File: src/rtl/lane_join_vector.sv
// lane_join_vector: gathers LANES parallel lane results per beat into one
// V-element vector over BEATS = V/LANES beats, then holds it until the
// write-back consumer accepts it. Lane L fills elements L*BEATS .. L*BEATS+BEATS-1.
// Optional feature: define LANE_JOIN_ERR_EN to build the sticky protocol-error
// flag err_o; without it err_o is tied low.
module lane_join_vector #(
    parameter int N     = 32,
    parameter int V     = 20,
    parameter int LANES = 4
) (
    input  logic                      CLK,
    input  logic                      RST,
    input  logic                      start_i,
    input  logic                      lane_valid_i,
    input  logic [LANES-1:0][N-1:0]   Res_i,
    input  logic                      out_ready_i,
    output logic [V-1:0][N-1:0]       Vec_o,
    output logic                      vec_valid_o,
    output logic                      busy_o,
    output logic [2:0]                beat_o,
    output logic                      err_o
);

    localparam int         BEATS     = V / LANES;
    localparam logic [2:0] LAST_BEAT = 3'(BEATS - 1);

    typedef enum logic [1:0] {IDLE, COLLECT, HOLD} state_t;

    state_t     state_q, state_d;
    logic [2:0] beat_q, beat_d;
    logic       capture;

    // Next-state, beat counter and capture strobe.
    always_comb begin
        state_d = state_q;
        beat_d  = beat_q;
        capture = 1'b0;
        unique case (state_q)
            IDLE: begin
                if (start_i) begin
                    state_d = COLLECT;
                    beat_d  = 3'd0;
                end
            end
            COLLECT: begin
                if (lane_valid_i) begin
                    capture = 1'b1;
                    if (beat_q == LAST_BEAT) begin
                        beat_d  = 3'd0;
                        state_d = HOLD;
                    end else begin
                        beat_d = beat_q + 3'd1;
                    end
                end
            end
            HOLD: begin
                // Accepting the vector and a new start together skips IDLE.
                if (out_ready_i) begin
                    state_d = start_i ? COLLECT : IDLE;
                    beat_d  = 3'd0;
                end
            end
            default: begin
                state_d = IDLE;
                beat_d  = 3'd0;
            end
        endcase
    end

    // Control state; status outputs are registered from the next state so
    // they have no combinational path from any input.
    always_ff @(posedge CLK) begin
        if (!RST) begin
            state_q     <= IDLE;
            beat_q      <= 3'd0;
            vec_valid_o <= 1'b0;
            busy_o      <= 1'b0;
        end else begin
            state_q     <= state_d;
            beat_q      <= beat_d;
            vec_valid_o <= (state_d == HOLD);
            busy_o      <= (state_d != IDLE);
        end
    end

    assign beat_o = beat_q;

    // Vector storage: each capture writes one element per lane; elements
    // not addressed keep their value. Reset clears the whole vector.
    always_ff @(posedge CLK) begin
        if (!RST) begin
            Vec_o <= '0;
        end else if (capture) begin
            for (int b = 0; b < BEATS; b++) begin
                if (beat_q == 3'(b)) begin
                    for (int l = 0; l < LANES; l++) begin
                        Vec_o[l*BEATS + b] <= Res_i[l];
                    end
                end
            end
        end
    end

`ifdef LANE_JOIN_ERR_EN
    logic start_ok;
    logic err_q;

    assign start_ok = start_i && ((state_q == IDLE) ||
                                  (state_q == HOLD && out_ready_i));

    // Sticky error: lane data arriving outside COLLECT sets it (a new error
    // wins over a simultaneous clear); an accepted start clears it.
    always_ff @(posedge CLK) begin
        if (!RST) begin
            err_q <= 1'b0;
        end else if (lane_valid_i && (state_q != COLLECT)) begin
            err_q <= 1'b1;
        end else if (start_ok) begin
            err_q <= 1'b0;
        end
    end

    assign err_o = err_q;
`else
    assign err_o = 1'b0;
`endif

endmodule

File: config.mk
export PLATFORM = sky130hd
export DESIGN_NAME = lane_join_vector
export DESIGN_NICKNAME = d
export VERILOG_FILES = /design/src/rtl/lane_join_vector.sv
export SDC_FILE = /design/constraint.sdc
export NUM_CORES = 1
export LEC_CHECK = 0
export CAP_MARGIN = 20
export CORE_AREA = 2 2 304 306
export DETAILED_ROUTE_END_ITERATION = 6
export DIE_AREA = 0 0 306 308
export PLACE_DENSITY_LB_ADDON = 0.25
export SLEW_MARGIN = 20
export SYNTH_ARGS = -nofsm -noshare
export SYNTH_HDL_FRONTEND = slang
export SYNTH_SLANG_ARGS = --single-unit
File: constraint.sdc
create_clock -name CLK -period 2.9 [get_ports CLK]
set_clock_uncertainty 0.05 [all_clocks]
set_input_delay 0.435 -clock CLK [delete_from_list [all_inputs] [get_ports CLK]]
set_output_delay 0.435 -clock CLK [all_outputs]
set_load 0.02 [all_outputs]
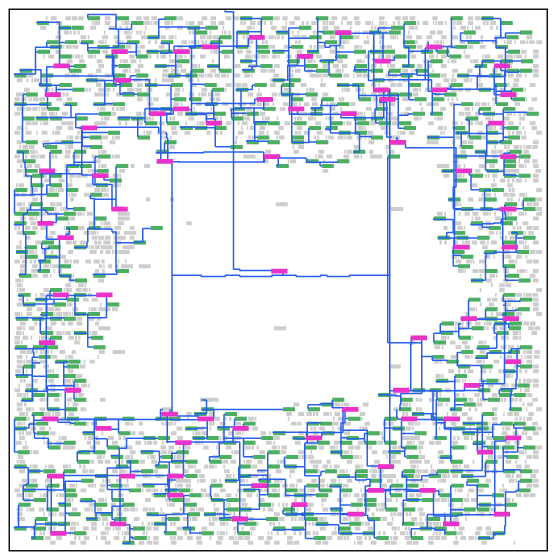
*Routed clock nets over the placement, run 1*
clock wires -> blue  # length 9,390 um
flip-flops -> green  # count 647
clock-net drivers -> magenta  # count 75
flops lie = widely spread

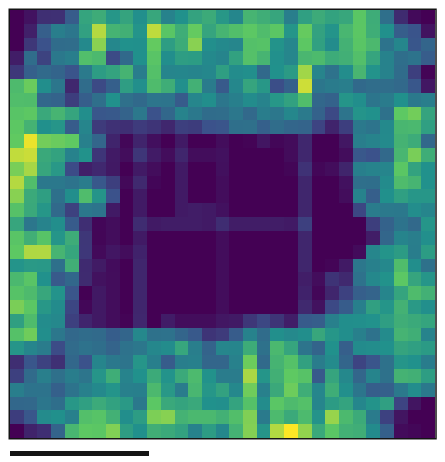
*Routed metal per tile, run 1*
Scale bar: 100 um. 31 x 31 tiles, from dark purple (low) to yellow (high), scaled to the fullest tile. Values are wire area over tile area, all layers added.
mean over tiles = 0.14
fullest tile = 0.39
nearly empty tiles = 16%
tiles over half the peak = 31%
emptiest ninth of the die = middle

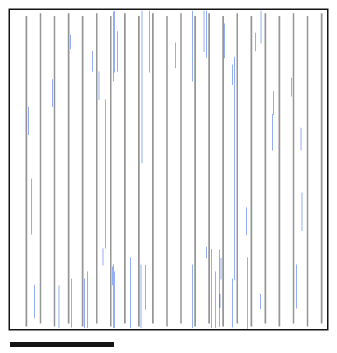
*Signal wires on met4, run 1*
Scale bar: 100 um. Supply wires on this layer in grey.
nets with wire on the layer = 31
main direction = vertical

==> run 1: stage by stage <==
stage / hold WS [ns] / instances / utilization [%]
floorplan: 0.483 / 2268 / -
global placement: 0.391 / 4118 / 35.4
detailed placement: 0.395 / 4118 / 35.4
CTS: 0.102 / 4251 / 38.1
global route: 0.129 / 4252 / 38.1
finish: 0.148 / 4253 / 38.1
==> run 1: power breakdown <==
group | leakage [nW] | switching, mW | internal (mW)
clock network | 1.25 | 3.90 | 5.72
logic | 8.39 | 0.716 | 0.506
registers | 5.22 | 0.0546 | 8.99
==> run 1: logic make-up after synthesis <==
logic type	after synthesis	share of synthesized area, %
AND-OR/OR-AND	137	3.07
adder cells (fa/ha/maj)	5	0.271
buffers and inverters	179	4.50
flip-flops	647	56.1
multiplexers	515	22.3
other	1	0.0162
AND/OR/NAND/NOR	784	13.7
==> flow_metrics.py, run 1 <==
# Generated from Yosys and OpenROAD reports
metrics = {
    "timing": {
        "fmax_mhz": 445,
        "relSlewSlack_pct": 50.2,
        "timing.final.ws_setup_ns": 0.652,
        "maxSlewViolCount": 0,
    },
    "final_layout": {
        "largest-register": "Vec_o",
        "largest_register_ff_count": 640,
        "n_fill_cell": 9043,
        "largest_class": "sequential cells",
        "inverters": 5,
        "drive_above_1_share_pct": 6.33,
        "comb_area_sq_um": 9110,
        "clk_share_pct": 7.28,
        "buffer_area_share_pct": 24.8,
        "syn2layout_area_growth_pct": 50.3,
        "seq_share_pct": 37.3,
    },
    "floorplan": {
        "fp-utilization_pct": 25.4,
        "die_h_um": 308,
        "core_area_sq_um": 91000,
        "die_area_sq_um": 94200,
    },
    "grt": {
        "grt_max_degree": 143,
        "grt_pass1_wl_um": 119000,
        "busiest_layer": "met2",
        "grt-ovfl-total": 0,
        "antenna_found_initial": 2,
        "use_met2_pct": 27.7,
        "grtUsageMet3_pct": 4.52,
    },
    "route": {
        "vias": 18300,
        "wirelength_um": 81300,
        "drtIter0Drc": 868,
        "ant_nets": 0,
        "dr.pass1.iters": 5,
        "met2_length_um": 39200,
        "avgViaCountPerCell": 4.30,
    },
    "logic_synthesis": {
        "synth.largest_area_cell": "dfxtp_1",
        "top_cell": "dfxtp_1",
        "async_reset_ff_share_pct": 0,
        "synth_cell_types": 30,
        "ys.flops": 647,
        "ys_seq_share_pct": 56.1,
        "top_cells_by_area": "dfxtp_1 (56%), mux2i_1 (22%), nand2_1 (10%), nand3_1 (2.8%), o21ai_0 (2.8%)",
    },
    "pwr": {
        "powerDensity_nw_per_um2": 573,
        "total_power_mw": 19.9,
        "p_leak_nw": 14.9,
    },
    "worst_hold_path": {
        "min_to": "busy_o",
        "whs_path_depth": 2,
    },
    "clocking": {
        "hold_buffers": 0,
        "clkTransAtPathRegs_ns": 0.06,
        "clock_latency_ns": 0.62,
        "cts_tree": "done",
    },
    "setup_path": {
        "end_kind": "output pin",
        "rrSetupSlack_ns": 0.81,
        "critPathRequiredTime_ns": 2.41,
        "critical_path_class": "flop to output pin",
        "critPathMaxStageDelay_ns": 0.68,
        "cp.depth": 1,
        "critical-path-slowest-cell": "clkdlybuf4s50_1",
        "crit_fanout": 6,
    },
    "job": {
        "tool_warnings": 35,
        "drv_cap": 0,
    },
    "run_status": {
        "status": "completed",
    },
    "placement": {
        "place.gp.congestion": 0.777,
        "port_buffers": 777,
    },
}
==> run 1 -> run 2 <==
clock period = 1.9 ns   (was 2.9 ns; I/O delays follow)
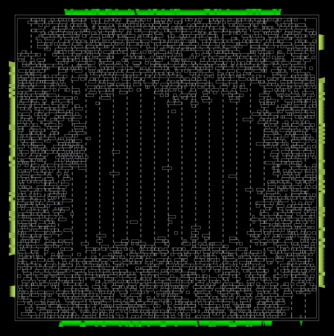
*Placement view, run 2*
flop count: 647
core area: 91,000 sq um
FP Rows: 111
# Taps: 1,186
Util after Layout: 37.9%

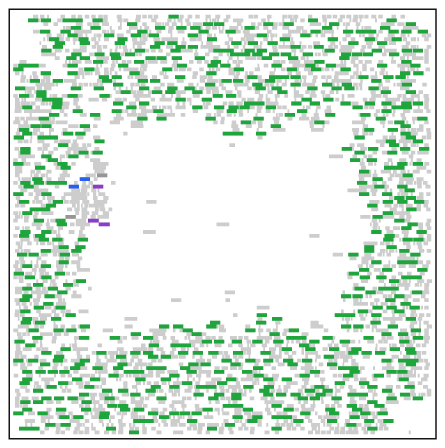
*Sequential cells coloured by netlist name, run 2*
Vec_o -> green  # placed flops 640, where widely spread
beat_o -> purple  # placed flops 3
state_q -> blue  # placed flops 2
not coloured = 2

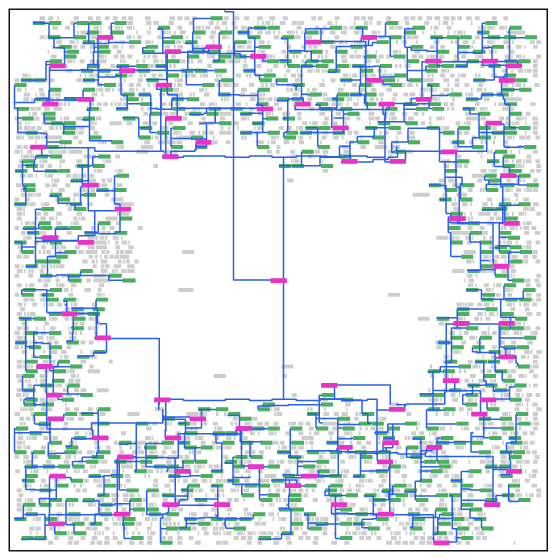
*Routed clock nets over the placement, run 2*
clock-net drivers -> magenta  # count 75
flip-flops -> green  # count 647
clock wires -> blue  # length 8,990 um
routed clock nets = 76

==> run 2 against run 1 <==
Clock-buffer cell count is 7 higher. Critical path depth rose by 7. Core utilization down 0.20 points. Non-clock buffer count up 58. Wire length rose by 1.1%. Critical path type is now flop to flop. Critical endpoint is now Vec_o[161]. Highest routed layer unchanged.
==> flow_metrics.py, run 2 <==
# Generated from Yosys and OpenROAD reports
metrics = {
    "setup_path": {
        "critical-path-slowest-cell": "dfxtp_1",
        "rrSetupSlack_ns": 0.08,
        "critPathRequiredTime_ns": 2.38,
        "critPathMaxStageDelay_ns": 0.34,
        "critical_path_class": "flop to flop",
        "crit_fanout": 23,
    },
    "grt": {
        "use_met2_pct": 28.2,
        "antenna_found_initial": 1,
        "busiest_layer": "met2",
        "grt-ovfl-total": 0,
        "grt_pass1_wl_um": 121000,
        "grtUsageMet3_pct": 4.91,
        "grt_max_degree": 74,
    },
    "route": {
        "met2_length_um": 39300,
        "ant_nets": 0,
        "drtIter0Drc": 884,
        "dr.pass1.iters": 4,
    },
    "pwr": {
        "power.internal_mw": 23.3,
        "switchingPower_mw": 7.04,
        "p_leak_nw": 18.3,
        "p_comb_share_pct": 6.0,
        "powerDensity_nw_per_um2": 879,
        "power-top-group": "clock",
        "pg_comb_mw": 1.83,
        "p_sw_share_pct": 23.2,
        "pwr.group.clock_mw": 14.7,
        "total_power_mw": 30.3,
    },
    "run_status": {
        "status": "completed",
    },
    "logic_synthesis": {
        "top_cell": "dfxtp_1",
        "async_reset_ff_share_pct": 0,
        "ys_seq_share_pct": 56.1,
        "synth_cell_types": 30,
        "ys.flops": 647,
    },
    "job": {
        "tool_warnings": 29,
        "drv_cap": 0,
    },
    "clocking": {
        "cts_tree": "done",
        "hold_buffers": 0,
        "clkTransAtPathRegs_ns": 0.05,
    },
    "final_layout": {
        "largest_class": "sequential cells",
        "final_cells": 4313,
        "n_fill_cell": 9397,
        "drive_above_1_share_pct": 7.84,
        "syn2layout_area_growth_pct": 49.5,
        "inverters": 5,
        "comb_area_sq_um": 9120,
        "buffer_area_share_pct": 24.4,
        "largest-register": "Vec_o",
    },
    "placement": {
        "port_buffers": 777,
        "dp.cells": 4172,
    },
    "worst_hold_path": {
        "min_to": "beat_o[1]",
        "whs_path_depth": 3,
    },
    "timing": {
        "relSlewSlack_pct": 64.1,
        "maxSlewViolCount": 0,
        "timing.final.ws_setup_ns": 0.0791,
        "fmax_mhz": 549,
    },
    "floorplan": {
        "die_area_sq_um": 94200,
        "die_h_um": 308,
    },
}
## run 2: cell counts after synthesis
No cell type changed its count.
## run 2: kinds of logic (layout without fill, tap and decap cells)
family / count (synthesis) / in the layout / share of synthesized area [%]
and+or+nand+nor: 784 / 784 / 13.7
AOI/OAI and AO/OA: 137 / 137 / 3.07
other: 1 / 2 / 0.0162
DFF: 647 / 647 / 56.1
buffers and inverters: 179 / 1037 / 4.50
muxes: 515 / 515 / 22.3
adders and majority gates: 5 / 5 / 0.271
## run 2: worst reg2reg max path, delay by kind of cell (launching register included)
| family | cells | cell delay, ns |
|---|---|---|
| adder cells (fa/ha/maj) | 1 | 0.18 |
| buffers and inverters | 5 | 0.78 |
| flip-flops | 1 | 0.34 |
| multiplexers | 1 | 0.22 |
| AND/OR/NAND/NOR | 1 | 0.19 |
No activity file was given, so power comes from the tool's default toggle rates.
